Placed standard cells:
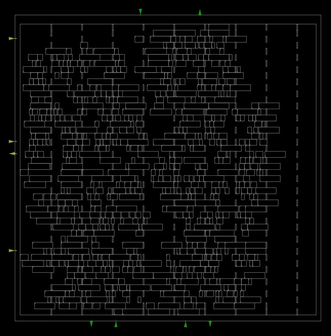
Sizing map:
Scale bar: 50 µm.
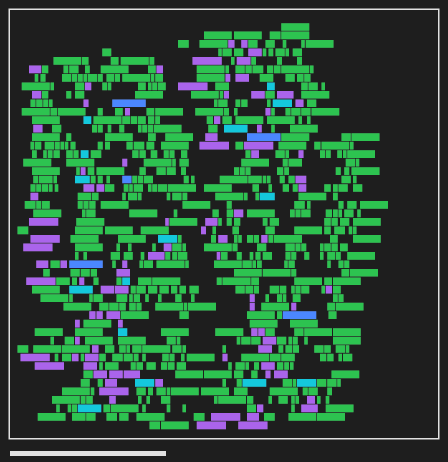
Sequential cells coloured by netlist name:
Scale bar: 50 µm.
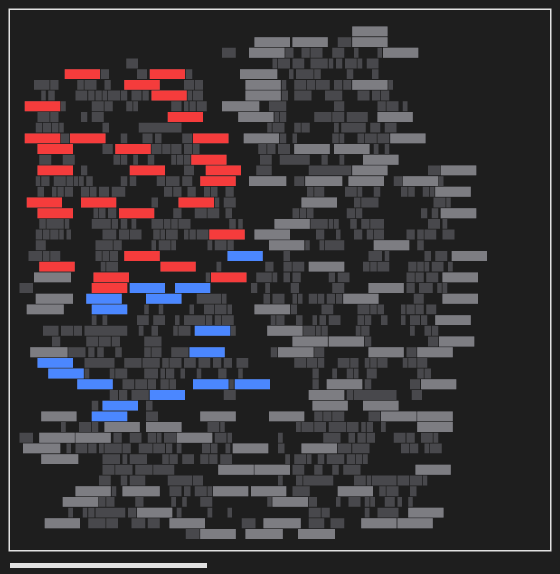
===== config.mk =====
export PLATFORM = sky130hd
export DESIGN_NAME = btn_conditioner
export DESIGN_NICKNAME = d
export VERILOG_FILES = /design/src/rtl/btn_conditioner.sv
export SDC_FILE = /design/constraint.sdc
export NUM_CORES = 1
export LEC_CHECK = 0
export ABC_CLOCK_PERIOD_IN_PS = 4500
export CORE_MARGIN = 2
export CORE_UTILIZATION = 40
export CTS_BUF_LIST = sky130_fd_sc_hd__clkbuf_2
export DETAILED_ROUTE_END_ITERATION = 10
export PLACE_DENSITY_LB_ADDON = 0.2
export SETUP_SLACK_MARGIN = 0.05
export SLEW_MARGIN = 20
export SYNTH_ARGS = -nofsm -noshare
export SYNTH_HDL_FRONTEND = slang
export SYNTH_HIERARCHICAL = 1
export SYNTH_SLANG_ARGS = --single-unit

===== constraint.sdc =====
create_clock -name clk -period 4.5 [get_ports clk]
set_input_delay 0.9 -clock clk [delete_from_list [all_inputs] [get_ports clk]]
set_output_delay 0.9 -clock clk [all_outputs]
set_load 0.01 [all_outputs]

===== src/rtl/btn_conditioner.sv =====
// Button front end: two-flop synchronizer and debounce on all four buttons,
// plus a long-hold qualifier on the reset and test channels. All levels are active-low.

module btn_debounce #(
  parameter int unsigned DEBOUNCE_CYCLES = 50000
) (
  input  logic clk,
  input  logic rst,
  input  logic raw_n,
  output logic level_n
);

  localparam int unsigned CNT_W = (DEBOUNCE_CYCLES > 1) ? $clog2(DEBOUNCE_CYCLES) : 1;
  localparam logic [CNT_W-1:0] CNT_MAX = CNT_W'(DEBOUNCE_CYCLES - 1);

  logic             sync_q1;
  logic             sync_q2;
  logic [CNT_W-1:0] cnt_q;

  // Synchronize, then accept a new level only after it has been stable long enough.
  always_ff @(posedge clk or posedge rst) begin
    if (rst) begin
      sync_q1 <= 1'b1;
      sync_q2 <= 1'b1;
      level_n <= 1'b1;
      cnt_q   <= '0;
    end else begin
      sync_q1 <= raw_n;
      sync_q2 <= sync_q1;
      if (sync_q2 == level_n) begin
        cnt_q <= '0;
      end else if (cnt_q == CNT_MAX) begin
        level_n <= sync_q2;
        cnt_q   <= '0;
      end else begin
        cnt_q <= cnt_q + CNT_W'(1);
      end
    end
  end

endmodule

module btn_hold #(
  parameter int unsigned HOLD_CYCLES = 250000000
) (
  input  logic clk,
  input  logic rst,
  input  logic level_n,
  output logic hold_n
);

  localparam int unsigned HOLD_W = $clog2(HOLD_CYCLES + 1);
  localparam logic [HOLD_W-1:0] HOLD_MAX = HOLD_W'(HOLD_CYCLES);

  logic [HOLD_W-1:0] hold_cnt_q;

  // Count consecutive low cycles; saturate at the threshold so the output holds.
  always_ff @(posedge clk or posedge rst) begin
    if (rst) begin
      hold_cnt_q <= '0;
      hold_n     <= 1'b1;
    end else if (level_n) begin
      hold_cnt_q <= '0;
      hold_n     <= 1'b1;
    end else if (hold_cnt_q == HOLD_MAX) begin
      hold_n <= 1'b0;
    end else begin
      hold_cnt_q <= hold_cnt_q + HOLD_W'(1);
      hold_n     <= 1'b1;
    end
  end

endmodule

module btn_conditioner #(
  parameter int unsigned DEBOUNCE_CYCLES = 50000,
  parameter int unsigned HOLD_CYCLES     = 250000000
) (
  input  logic clk,
  input  logic rst,
  input  logic btn_heal_n,
  input  logic btn_ali_n,
  input  logic btn_rst_n,
  input  logic btn_tst_n,
  output logic heal_n,
  output logic ali_n,
  output logic rst_hold_n,
  output logic tst_hold_n
);

  logic rst_level_n;
  logic tst_level_n;

  btn_debounce #(.DEBOUNCE_CYCLES(DEBOUNCE_CYCLES)) u_db_heal (
    .clk(clk), .rst(rst), .raw_n(btn_heal_n), .level_n(heal_n)
  );

  btn_debounce #(.DEBOUNCE_CYCLES(DEBOUNCE_CYCLES)) u_db_ali (
    .clk(clk), .rst(rst), .raw_n(btn_ali_n), .level_n(ali_n)
  );

  btn_debounce #(.DEBOUNCE_CYCLES(DEBOUNCE_CYCLES)) u_db_rst (
    .clk(clk), .rst(rst), .raw_n(btn_rst_n), .level_n(rst_level_n)
  );

  btn_debounce #(.DEBOUNCE_CYCLES(DEBOUNCE_CYCLES)) u_db_tst (
    .clk(clk), .rst(rst), .raw_n(btn_tst_n), .level_n(tst_level_n)
  );

  // Mode buttons only assert after a sustained debounced press.
  btn_hold #(.HOLD_CYCLES(HOLD_CYCLES)) u_hold_rst (
    .clk(clk), .rst(rst), .level_n(rst_level_n), .hold_n(rst_hold_n)
  );

  btn_hold #(.HOLD_CYCLES(HOLD_CYCLES)) u_hold_tst (
    .clk(clk), .rst(rst), .level_n(tst_level_n), .hold_n(tst_hold_n)
  );

endmodule


==> deck_impl_summary.md <==
Key Metrics from the Run

Layout
  – Register area: 0.00337 mm²
  – Clk_buf instances: 19
  – N_diodes: 1
  – Most instantiated logic cells after routing: dfrtp_1 (120), nor2_1 (82), nand3_1 (44), xnor2_1 (44), nand4_1 (36)
  – Num sequential: 134
  – Logic share of the area: 45.6%
  – Non-filler cells, final: 931
  – Most frequent logic cell in the layout: dfrtp_1
  – Clk tree area frac: 3.64%
  – Max-area cell class: multi-input combinational cells
  – Fillers: 1621
  – Inverters: 26
  – Final #Nets: 706
  – P&R area growth vs syn: 6.38%
  – Comb. cell area: 0.00345 mm²
  – Non-clock buffer share: 1.19%

STA
  – Final worst setup slack: 1.78 ns
  – Clk_skew: 0.0231 ns
  – Unrepaired setup endpoints after global routing: no
  – Slew headroom: 46.2%
  – Setup Total Neg Slack: 0 ns
  – Max Clk Rate: 368 MHz
  – Hold Vio Cnt, Final: 0
  – Fin crit share: 60.4%
  – Hold_ws: 0.371 ns
  – Slew @ Worst Pin: 0.801 ns
  – Post-route minimum period: 2.72 ns
  – Final setup viols: 0
  – Max-slew violation count: 0

Critical path
  – Reg2reg setup slack: 2.26 ns
  – CP startpoint kind: flop
  – Crit path cell chain: clkdlybuf4s50_1
  – Worst setup path endpoint: heal_n
  – Stages on the worst setup path: 1
  – Crit-path slowest cell: dfstp_2
  – Critical path type: reg2out
  – Top delay family on crit path: flip-flops
  – Crit Path Max Fanout: 3
  – CP max stage delay: 0.59 ns
  – RR Startpoint: u_hold_rst/hold_cnt_q[0]
  – CP bufs+invs: 1
  – Critical Path RT: 3.60 ns
  – Critical path launch point: u_db_heal/level_n
  – Crit Reg-Reg Endpoint: u_hold_rst/hold_cnt_q[18]
  – CP Capture Type: primary output

Detailed routing
  – WL final: 13.6 mm
  – Metal2 WL: 6.39 mm
  – DR vias/cell: 5.49
  – Metal-1 WL: 6.71 mm
  – ANT nets after route: 0
  – WL/cell: 14.6 µm
  – DRT iter0 DRCs: 283
  – DR top layer: met4
  – DR DRC count: 0
  – Drt first pass iters: 6
  – Via count of the routed design: 5113
  – Metal3 WL: 350 µm

Placement
  – DP Worst Slack: 1.95 ns
  – Inst Count DP: 898
  – GPL Wtd Cong: 0.762
  – PortBufs: 9
  – Post-detail-place hpwl: 9.15 mm

Yosys
  – Unique cell types: 48
  – Ys async rst share: 100%
  – Synthesized Nets: 706
  – Synth Flop Type: dfrtp_1
  – Ys cells: 692
  – Yosys chip area: 0.00711 mm²
  – Post-synth regs: 134
  – Number of enable flip-flop cells: 0
  – Register share after synthesis: 47.4%
  – Mapped cell area: 0.00711 mm²
  – Synth Area per Inst: 10.3 µm²
  – Synthesized instance count: 692
  – Yosys warnings: 6

Hold path
  – Hold Crit Start: u_db_ali/sync_q1
  – Worst Hold Path EP: u_db_ali/sync_q2
  – Hold depth: 0
  – Worst Hold Class: reg2reg

Clocking
  – Clock slew at reported path FFs: 0.21 ns
  – CTS Hold Bufs: 0
  – Post-CTS setup repair buffer count: 0
  – Clock latency on the worst-skew pair: 0.69 ns
  – CTS tree: yes
  – Clk root buf: clkbuf_2
  – CTS Buffer Depth: 2
  – Total CTS buffers: 17
  – H-tree Lvls: 4
  – Number of gates resized after CTS: 0

Floorplanning
  – Die H: 137 µm
  – Core area: 0.0174 mm²
  – Io pins: 10
  – Initial core utilization: 41.0%
  – N_taps: 225
  – Die Width: 137 µm
  – Total Die Area: 0.0189 mm²
  – Row count: 48

Global routing
  – GR Layer Usage met3: 3.27%
  – Met1 Resource Use GR: 21.7%
  – Gr usage total: 15.7%
  – Met2 global-route usage: 24.3%
  – Largest net degree at the start of global routing: 33
  – Total grt overflow: 0
  – Vias in the first global route: 4960
  – Global-route wire length before repair: 23.8 mm
  – Initial antenna violation count: 1

Power and ir drop
  – Leakage: 2.96 nW
  – Worst vdd ir: 0.173 mV
  – Power Density: 279 mW/mm²
  – Total Power: 2.11 mW

Run
  – Tool warnings: 28
  – # Max-Cap Violations: 0

Outcome
  – Status: completed
## Picture notes: 'placed standard cells'
final core utilization: 43.6%
flop share of the area: 44.5%

## Picture notes: 'sizing map'
blue -> drive 6 and up  # cells 5, most used bufinv_16
cyan -> drive 3 to 4  # cells 15
green -> drive 1 or less  # cells 593, most used dfrtp_1
purple -> drive 2  # cells 92, most used clkbuf_2
Buffers excl. clock: 9
Design Area, Final: 0.00757 mm²

## Picture notes: 'sequential cells coloured by netlist name'
red -> `u_hold_rst/hold_cnt_q`  # flops 28
blue -> `u_db_rst/cnt_q`  # flops 16
not coloured = 90

## synth_stat cells, types with 6 or more instances
master	number	area share, %
nor4_1	6	0.53
nand4_1	36	3.2
xnor2_1	44	5.4
or4_1	12	1.3
nor3_1	28	2.0
dfstp_2	14	5.2
clkbuf_1	10	0.53
and2_1	6	0.53
and3_1	10	0.88
o21ai_0	12	0.84
nand3_1	44	3.1
o31ai_1	12	1.3
nand4b_1	6	0.74
nor4_2	12	2.1
ha_1	8	1.4
dfrtp_1	120	42
nor2_1	82	4.3
buf_6	8	1.3
nand2_1	20	1.1
or3_1	8	0.70
buf_4	8	0.84
and3_2	6	0.63
inv_1	26	1.4
mux2_2	6	0.95
o41ai_1	6	0.74
nor2_2	8	0.70
and4_1	8	0.98
xor2_1	34	4.2
a21oi_1	34	2.4
## sequential cells by signal, summed over array words and instances, names as in the netlist, 16 cells and up
signal	cells
u_hold_rst/hold_cnt_q	28
u_db_tst/cnt_q	16
u_db_rst/cnt_q	16
u_db_heal/cnt_q	16
u_db_ali/cnt_q	16
u_hold_tst/hold_cnt_q	28
## power by group
group          internal [mW]  switching (mW)
logic                 0.0139          0.0399
registers               1.22          0.0150
clock network          0.366           0.454
## cells by family (layout without fill, tap and decap cells)
kind of cell	after synthesis	count (layout)	share of synthesized area, %
simple gates	342	342	30.6
xor+xnor	78	78	9.60
fa+ha+maj	8	8	1.41
mux	6	6	0.950
flops	134	134	47.4
compound gates	70	70	5.94
buf+inv	54	67	4.12
other cells	0	1	0
## per-stage QoR
stage | area [µm²] | utilization, %
after CTS | 7570 | 43.6
after global placement | 7290 | 42.0
final | 7570 | 43.6
after detailed placement | 7290 | 42.0
after floorplan | 7110 | -
after global routing | 7570 | 43.6
Power figures rest on the tool's default switching activity, not on a simulated workload.
